Pin map:
Scale: 6 px per um. Pins as bars across the die edge, other pins in grey.
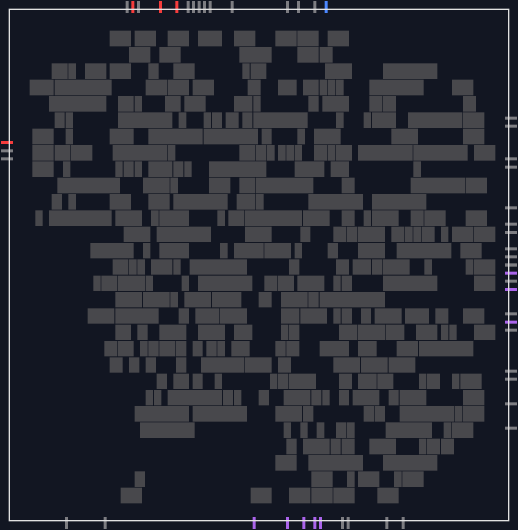
Signal wires on met2:
Scale: 6 px per um.
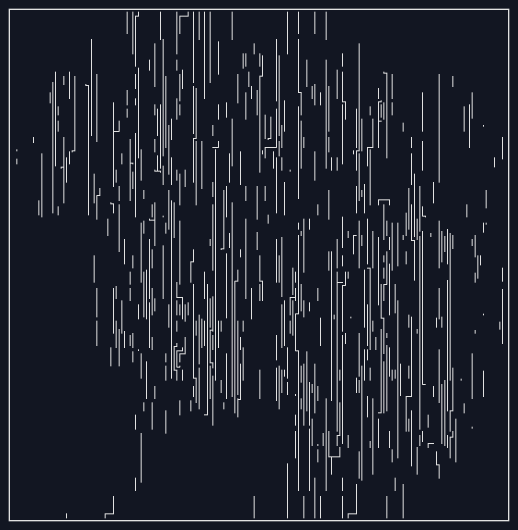
Routed metal, one colour a layer:
Scale: 3 px per um. Only two layers are drawn.
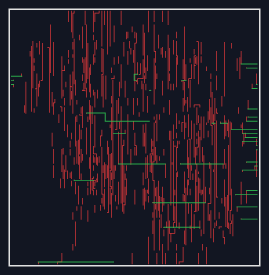
Port wiring:
Scale: 3 px per um.
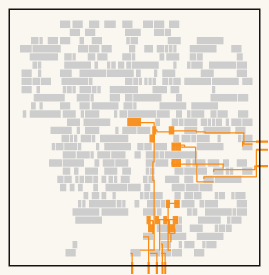
Placed standard cells:
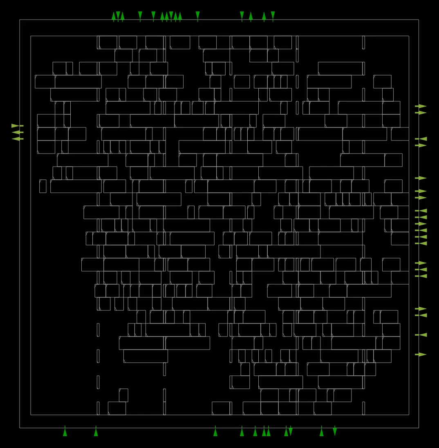
### src/rtl/option_value_entry_pkg.sv
`default_nettype none
// ============================================================================
//  Module      : option_value_entry_pkg
//  Description : Shared types and constants for options-menu digit entry.
//                Holds the entry FSM states, the digit types and the
//                largest legal decimal key value.
//  Revision    : 1.0 - initial release
// ============================================================================
package option_value_entry_pkg;

    // Decimal length of an option field shown on screen
    localparam int OPT_DEC_LEN = 2;

    // Largest legal decimal keypress
    localparam logic [3:0] DIGIT_MAX = 4'd9;

    typedef logic [3:0] digit_t;

    // Digit array shared with the decimalizer output struct; [0] is the MS digit
    typedef digit_t digit_arr_t [OPT_DEC_LEN];

    typedef enum logic [1:0] {
        ENTRY_IDLE    = 2'd0,
        ENTRY_EDIT    = 2'd1,
        ENTRY_CONVERT = 2'd2,
        ENTRY_CLAMP   = 2'd3
    } entry_state_t;

endpackage
`default_nettype wire

### src/rtl/option_value_entry_if.sv
`default_nettype none
// ============================================================================
//  Module      : option_value_entry_if
//  Description : Keypad / menu-side bundle for the option value entry block.
//                The master drives key events and bounds; the slave returns
//                the echoed digits and the committed value.
//  Revision    : 1.0 - initial release
// ============================================================================
interface option_value_entry_if #(
    parameter int W_VAL    = 8,
    parameter int N_DIGITS = 2
);
    import option_value_entry_pkg::*;

    logic                          start;
    logic [W_VAL-1:0]              min_value;
    logic [W_VAL-1:0]              max_value;
    logic                          digit_valid;
    logic [3:0]                    digit;
    logic                          backspace;
    logic                          commit;
    logic                          cancel;
    logic                          editing;
    logic                          busy;
    digit_t                        digits_out [N_DIGITS];
    logic [$clog2(N_DIGITS+1)-1:0] digit_count;
    logic [W_VAL-1:0]              value_out;
    logic                          value_valid;
    logic                          clamped;

    modport master (
        output start, min_value, max_value, digit_valid, digit,
               backspace, commit, cancel,
        input  editing, busy, digits_out, digit_count,
               value_out, value_valid, clamped
    );

    modport slave (
        input  start, min_value, max_value, digit_valid, digit,
               backspace, commit, cancel,
        output editing, busy, digits_out, digit_count,
               value_out, value_valid, clamped
    );

endinterface
`default_nettype wire

### src/rtl/option_value_entry_bcd_serial_to_bin.sv
`default_nettype none
// ============================================================================
//  Module      : bcd_serial_to_bin
//  Description : Serial decimal-to-binary converter. Consumes one buffered
//                digit per cycle, most significant first, using Horner's
//                rule acc = acc*10 + digit.
//  Revision    : 1.0 - initial release
// ============================================================================
module bcd_serial_to_bin
    import option_value_entry_pkg::*;
#(
    parameter int N_DIGITS = 2,
    parameter int ACC_W    = 4 * N_DIGITS
) (
    input  wire logic             clk,
    input  wire logic             rst_n,
    input  wire logic             i_clear,
    input  wire logic             i_run,
    input  wire digit_t           i_digits [N_DIGITS],
    output logic [ACC_W-1:0]      o_acc,
    output logic                  o_last
);

    localparam int c_idx_w = (N_DIGITS > 1) ? $clog2(N_DIGITS) : 1;

    logic [ACC_W-1:0]   r_acc;
    logic [c_idx_w-1:0] r_idx;

    // Accumulator and digit index: clear on commit, then one x10+digit step per cycle
    always_ff @(posedge clk or negedge rst_n) begin
        if (!rst_n) begin
            r_acc <= '0;
            r_idx <= '0;
        end else if (i_clear) begin
            r_acc <= '0;
            r_idx <= '0;
        end else if (i_run) begin
            r_acc <= (r_acc << 3) + (r_acc << 1) + ACC_W'(i_digits[r_idx]);
            r_idx <= r_idx + 1'b1;
        end
    end

    assign o_acc  = r_acc;
    assign o_last = (r_idx == c_idx_w'(N_DIGITS - 1));

endmodule
`default_nettype wire

### src/rtl/option_value_entry.sv
`default_nettype none
// ============================================================================
//  Module      : option_value_entry
//  Description : Options-menu digit entry. Collects decimal keypresses,
//                echoes them for display, converts to binary on commit,
//                clamps into [min_value, max_value] and pulses value_valid.
//  Revision    : 1.0 - initial release
// ============================================================================
module option_value_entry
    import option_value_entry_pkg::*;
#(
    parameter int W_VAL    = 8,
    parameter int N_DIGITS = 2,
    parameter int ACC_W    = 4 * N_DIGITS
) (
    input  wire logic              clk,
    input  wire logic              rst_n,
    option_value_entry_if.slave    bus
);

    localparam int c_cnt_w = $clog2(N_DIGITS + 1);
    localparam int c_cmp_w = (ACC_W > W_VAL) ? ACC_W : W_VAL;

    entry_state_t       r_state;
    entry_state_t       w_state_next;
    digit_t             r_buf      [N_DIGITS];
    digit_t             w_buf_next [N_DIGITS];
    logic [c_cnt_w-1:0] r_cnt;
    logic [c_cnt_w-1:0] w_cnt_next;
    logic               w_conv_clear;
    logic               w_conv_run;
    logic               w_conv_last;
    logic [ACC_W-1:0]   w_acc;
    logic [c_cmp_w-1:0] w_acc_ext;
    logic [c_cmp_w-1:0] w_min_ext;
    logic [c_cmp_w-1:0] w_max_ext;
    logic [W_VAL-1:0]   w_clamp_value;
    logic               w_clamp_hit;
    logic [W_VAL-1:0]   r_value;
    logic               r_value_valid;
    logic               r_clamped;
    logic               r_editing;
    logic               r_busy;

    bcd_serial_to_bin #(
        .N_DIGITS (N_DIGITS),
        .ACC_W    (ACC_W)
    ) u_conv (
        .clk      (clk),
        .rst_n    (rst_n),
        .i_clear  (w_conv_clear),
        .i_run    (w_conv_run),
        .i_digits (r_buf),
        .o_acc    (w_acc),
        .o_last   (w_conv_last)
    );

    // State register
    always_ff @(posedge clk or negedge rst_n) begin
        if (!rst_n) r_state <= ENTRY_IDLE;
        else        r_state <= w_state_next;
    end

    // Next state and digit-buffer edits; only the highest-priority EDIT event acts
    always_comb begin
        w_state_next = r_state;
        w_buf_next   = r_buf;
        w_cnt_next   = r_cnt;
        w_conv_clear = 1'b0;
        w_conv_run   = 1'b0;
        case (r_state)
            ENTRY_IDLE: begin
                w_buf_next = '{default: '0};
                w_cnt_next = '0;
                // A start landing on the value_valid cycle still belongs to the
                // finishing session and is dropped
                if (bus.start && !r_value_valid) w_state_next = ENTRY_EDIT;
            end
            ENTRY_EDIT: begin
                if (bus.cancel || (bus.commit && r_cnt == '0)) begin
                    w_state_next = ENTRY_IDLE;
                    w_buf_next   = '{default: '0};
                    w_cnt_next   = '0;
                end else if (bus.commit) begin
                    w_state_next = ENTRY_CONVERT;
                    w_conv_clear = 1'b1;
                end else if (bus.backspace) begin
                    if (r_cnt != '0) begin
                        w_buf_next[0] = '0;
                        for (int k = 1; k < N_DIGITS; k++) w_buf_next[k] = r_buf[k-1];
                        w_cnt_next = r_cnt - 1'b1;
                    end
                end else if (bus.digit_valid && bus.digit <= DIGIT_MAX &&
                             r_cnt < c_cnt_w'(N_DIGITS)) begin
                    for (int k = 0; k < N_DIGITS - 1; k++) w_buf_next[k] = r_buf[k+1];
                    w_buf_next[N_DIGITS-1] = bus.digit;
                    w_cnt_next = r_cnt + 1'b1;
                end
            end
            ENTRY_CONVERT: begin
                w_conv_run = 1'b1;
                if (w_conv_last) w_state_next = ENTRY_CLAMP;
            end
            ENTRY_CLAMP: begin
                w_state_next = ENTRY_IDLE;
                w_buf_next   = '{default: '0};
                w_cnt_next   = '0;
            end
            default: w_state_next = ENTRY_IDLE;
        endcase
    end

    // Digit buffer and count registers
    always_ff @(posedge clk or negedge rst_n) begin
        if (!rst_n) begin
            r_buf <= '{default: '0};
            r_cnt <= '0;
        end else begin
            r_buf <= w_buf_next;
            r_cnt <= w_cnt_next;
        end
    end

    // Clamp the converted value; the min check wins if the bounds are inverted
    always_comb begin
        w_acc_ext     = c_cmp_w'(w_acc);
        w_min_ext     = c_cmp_w'(bus.min_value);
        w_max_ext     = c_cmp_w'(bus.max_value);
        w_clamp_value = W_VAL'(w_acc_ext);
        w_clamp_hit   = 1'b0;
        if (w_acc_ext < w_min_ext) begin
            w_clamp_value = bus.min_value;
            w_clamp_hit   = 1'b1;
        end else if (w_acc_ext > w_max_ext) begin
            w_clamp_value = bus.max_value;
            w_clamp_hit   = 1'b1;
        end
    end

    // Registered status flags and the committed value with its one-cycle pulse
    always_ff @(posedge clk or negedge rst_n) begin
        if (!rst_n) begin
            r_editing     <= 1'b0;
            r_busy        <= 1'b0;
            r_value_valid <= 1'b0;
            r_clamped     <= 1'b0;
            r_value       <= '0;
        end else begin
            r_editing     <= (w_state_next == ENTRY_EDIT);
            r_busy        <= (w_state_next == ENTRY_CONVERT) || (w_state_next == ENTRY_CLAMP);
            r_value_valid <= (r_state == ENTRY_CLAMP);
            r_clamped     <= (r_state == ENTRY_CLAMP) && w_clamp_hit;
            if (r_state == ENTRY_CLAMP) r_value <= w_clamp_value;
        end
    end

    assign bus.editing     = r_editing;
    assign bus.busy        = r_busy;
    assign bus.digits_out  = r_buf;
    assign bus.digit_count = r_cnt;
    assign bus.value_out   = r_value;
    assign bus.value_valid = r_value_valid;
    assign bus.clamped     = r_clamped;

endmodule
`default_nettype wire

### src/flat_wrapper.sv
// flat-port wrapper written by rule: the top's interface ports become plain ports
module option_value_entry_flat import option_value_entry_pkg::*;
#(
    parameter int W_VAL    = 8,
    parameter int N_DIGITS = 2,
    parameter int ACC_W    = 4 * N_DIGITS
)
  (clk, rst_n, bus_start, bus_min_value, bus_max_value, bus_digit_valid, bus_digit, bus_backspace, bus_commit, bus_cancel, bus_editing, bus_busy, bus_digits_out, bus_digit_count, bus_value_out, bus_value_valid, bus_clamped);
  option_value_entry_if #(.W_VAL(W_VAL), .N_DIGITS(N_DIGITS)) bus_i ();
  input  wire logic clk;
  input  wire logic rst_n;
  input wire logic [$bits(bus_i.start)-1:0] bus_start;
  input wire logic [$bits(bus_i.min_value)-1:0] bus_min_value;
  input wire logic [$bits(bus_i.max_value)-1:0] bus_max_value;
  input wire logic [$bits(bus_i.digit_valid)-1:0] bus_digit_valid;
  input wire logic [$bits(bus_i.digit)-1:0] bus_digit;
  input wire logic [$bits(bus_i.backspace)-1:0] bus_backspace;
  input wire logic [$bits(bus_i.commit)-1:0] bus_commit;
  input wire logic [$bits(bus_i.cancel)-1:0] bus_cancel;
  output wire logic [$bits(bus_i.editing)-1:0] bus_editing;
  output wire logic [$bits(bus_i.busy)-1:0] bus_busy;
  output wire logic [$bits(bus_i.digits_out)-1:0] bus_digits_out;
  output wire logic [$bits(bus_i.digit_count)-1:0] bus_digit_count;
  output wire logic [$bits(bus_i.value_out)-1:0] bus_value_out;
  output wire logic [$bits(bus_i.value_valid)-1:0] bus_value_valid;
  output wire logic [$bits(bus_i.clamped)-1:0] bus_clamped;
  assign bus_i.start = bus_start;
  assign bus_i.min_value = bus_min_value;
  assign bus_i.max_value = bus_max_value;
  assign bus_i.digit_valid = bus_digit_valid;
  assign bus_i.digit = bus_digit;
  assign bus_i.backspace = bus_backspace;
  assign bus_i.commit = bus_commit;
  assign bus_i.cancel = bus_cancel;
  assign bus_editing = bus_i.editing;
  assign bus_busy = bus_i.busy;
  assign bus_digits_out = {>>{bus_i.digits_out}};
  assign bus_digit_count = bus_i.digit_count;
  assign bus_value_out = bus_i.value_out;
  assign bus_value_valid = bus_i.value_valid;
  assign bus_clamped = bus_i.clamped;
  option_value_entry #(.W_VAL(W_VAL), .N_DIGITS(N_DIGITS), .ACC_W(ACC_W)) u_core (.clk(clk), .rst_n(rst_n), .bus(bus_i));
endmodule
### config.mk
export PLATFORM = sky130hd
export DESIGN_NAME = option_value_entry_flat
export DESIGN_NICKNAME = d
export VERILOG_FILES = /design/src/rtl/option_value_entry_pkg.sv /design/src/rtl/option_value_entry_if.sv /design/src/rtl/option_value_entry_bcd_serial_to_bin.sv /design/src/rtl/option_value_entry.sv /design/src/flat_wrapper.sv
export SDC_FILE = /design/constraint.sdc
export NUM_CORES = 1
export LEC_CHECK = 0
export CAP_MARGIN = 5
export CORE_AREA = 2 2 81 83
export CTS_CLUSTER_DIAMETER = 80
export DETAILED_ROUTE_END_ITERATION = 8
export DIE_AREA = 0 0 83 85
export GPL_TIMING_DRIVEN = 0
export PLACE_DENSITY = 0.62
export SLEW_MARGIN = 20
export SYNTH_ARGS = -nofsm -noshare
export SYNTH_HDL_FRONTEND = slang
export SYNTH_SLANG_ARGS = --single-unit
export TNS_END_PERCENT = 20
### constraint.sdc
create_clock -name clk -period 2.7 [get_ports clk]
set_input_delay 0.27 -clock clk [delete_from_list [all_inputs] [get_ports clk]]
set_output_delay 0.27 -clock clk [all_outputs]
set_load 0.1 [all_outputs]
==> results.tsv <==
metric	value	unit
top_usage_layer	met2	
grt_overflow_total	0	
drv_cap	0	
clockBufferDepth	2	
max_slew_margin	35.1	%
hold_viol	0	
path_delay_family	AND-OR/OR-AND gates	
end_kind	register	
synth_area	0.00242	mm^2
edf_count	0	
fillers	570	
power_leakage	0.00136	uW
whs	0.322	ns
synth_cells	259	
slowest_stage	fa_1	
cp.depth	9	
timing.final.ws_setup	0.172	ns
finalCriticalPeriod	2.53	ns
tightest_slew	0.970	ns
grt_max_degree	31	
grt_pass1_wl	9520	um
syn_area_per_cell	9.36	um^2
warnings	29	
path_max_fanout	6	
root_buffer	clkbuf_8	
placed_area	0.00302	mm^2
track_usage	16.4	%
initial_core_util	39.1	%
drc_errors	0	
async_flop_share	100	%
die-area	0.00706	mm^2
required	2.84	ns
cp-endpoint	u_core.u_conv.o_acc[7]	
synthToLayoutAreaGrowth	30.8	%
drtIter0Drc	78	
pre_cts_slack	-0.144	ns
fin_setup_tns	0	ns
htree_levels	2	
synth.yosys.seq_area_share	34.1	%
p_total	3710	uW
synth-area-yosys	0.00242	mm^2
floorplan.nets	317	
arrival	2.67	ns
clock_latency	0.28	ns
place_hpwl	4180	um
met3_usage	2.72	%
place.gp.congestion	0.822	
status	complete, no violations	
setup_viol	0	
ys_ff	33	
Back to the opening pictures, 'pin map':
- purple: bus_max_value (pins 8; direction input; edge 5 bottom, 3 right)
- red: bus_digit (pins 4; direction input; edge 3 top, 1 left)
- blue: bus_commit (pins 1; direction input; edge top)
- all pins by edge: 20 right, 15 top, 11 bottom, 3 left
port buffer count: 47
Die Span X: 83 um

Back to the opening pictures, 'signal wires on met2':
- nets with wire on the layer: 310
- share of all routed wire: 48%
- main direction: vertical
- wire length on this layer: 2,600 um
grt met2 use: 26.1%
DRT Wirelength: 5460 um

Back to the opening pictures, 'routed metal, one colour a layer':
- red: M2 (wire length 2,600 um)
- green: M3 (wire length 206 um)
routed vias: 2,093
mean routed wirelength per cell: 13.8 um

Back to the opening pictures, 'port wiring':
- orange: bus_max_value (direction input; end cells 16; wire 278 um)
Ports: 49

Back to the opening pictures, 'placed standard cells':
Final Non-Filler Cells: 395
well tap count: 77
number of core rows: 29

==> sequential cells by signal, indices dropped and copies added (netlist names), 2 cells and up <==
signal	count
u_core.r_state	2
u_core.bus.digits_out	8
u_core.bus.digit_count	2
u_core.bus.value_out	8
u_core.u_conv.o_acc	8
==> final cells by class <==
type                       instances  share of cell area, %
multi-input combinational        194                   46.1
clock buffer                       7                   2.72
clock inverter                     1                  0.947
timing repair buffer              52                   16.3
tap                               77                   3.04
buffer                             7                   1.58
inverter                          24                   2.84
sequential                        33                   26.5
==> cells by family (layout without fill, tap and decap cells) <==
logic type                 after synthesis  after routing  share of synthesized area [%]
AOI/OAI and AO/OA                       77             77                           23.8
xor gates and xnor gates                 4              4                           1.45
adders and majority gates               31             31                           16.6
buffers and inverters                   32             91                           5.93
DFF                                     33             33                           34.1
muxes                                   10             10                           4.23
and+or+nand+nor                         72             72                           13.9
==> layout by cell type (no fill, tap or decap), drive strengths merged, types with 2 or more instances in the layout <==
master,Yosys,routed
clkdlybuf4s50,0,46
dfrtp,33,33
ha,29,29
nand2,25,25
o21ai,24,24
inv,23,23
nor2,18,18
o22ai,10,10
a31oi,10,10
clkbuf,4,10
a21oi,9,9
buf,4,9
mux2i,8,8
nand3,8,8
nor2b,6,6
a211oi,5,5
nand2b,4,4
o31ai,4,4
nor3,3,3
xnor2,3,3
mux2,2,2
a211o,2,2
a21o,2,2
nand4,2,2
o21a,2,2
nand3b,2,2
fa,2,2
and2,2,2
==> synth_stat cells, types with 3 or more instances <==
master | count | area, um^2
o22ai_1 | 10 | 62.6
ha_1 | 29 | 363
buf_6 | 3 | 33.8
o31ai_1 | 4 | 30.0
nor2_1 | 18 | 67.6
nand2_1 | 25 | 93.8
mux2i_1 | 8 | 80.1
nor3_1 | 3 | 15.0
inv_1 | 23 | 86.3
nand2b_1 | 4 | 25.0
a211oi_1 | 4 | 30.0
xnor2_1 | 3 | 26.3
clkbuf_1 | 4 | 15.0
a31oi_2 | 7 | 87.6
o21ai_0 | 22 | 110
nand3_1 | 8 | 40.0
nor2b_1 | 6 | 37.5
a21oi_1 | 9 | 45.0
dfrtp_1 | 33 | 826
==> repair_timing <==
action	CTS	global route
gates resized	1	4
setup buffers	0	3
endpoints found under the setup margin	2	1
hold buffers	1	0
hold endpoints to repair	3	0
pin swaps	0	3
==> report_power, final <==
| part | switching [uW] | internal, uW |
|---|---|---|
| combinational | 1520 | 838 |
| sequential | 202 | 679 |
| clock | 179 | 301 |
| total | 1900 | 1820 |
==> metal layers <==
metal  share of wire, %  up-vias
met5                  0        -
met4               0.97        0
met3                3.8        4
met2                 48       46
met1                 48      994
li1                   -     1049
==> worst reg2reg max path, stage by stage (launching register included) <==
cell and delay [ns]:
dfrtp_2 0.46, mux2i_1 0.16, fa_1 0.53, inv_1 0.05
ha_1 0.29, a211oi_2 0.22, o21bai_1 0.12, a2111o_1 0.42
o21ai_1 0.09, nor3_1 0.06
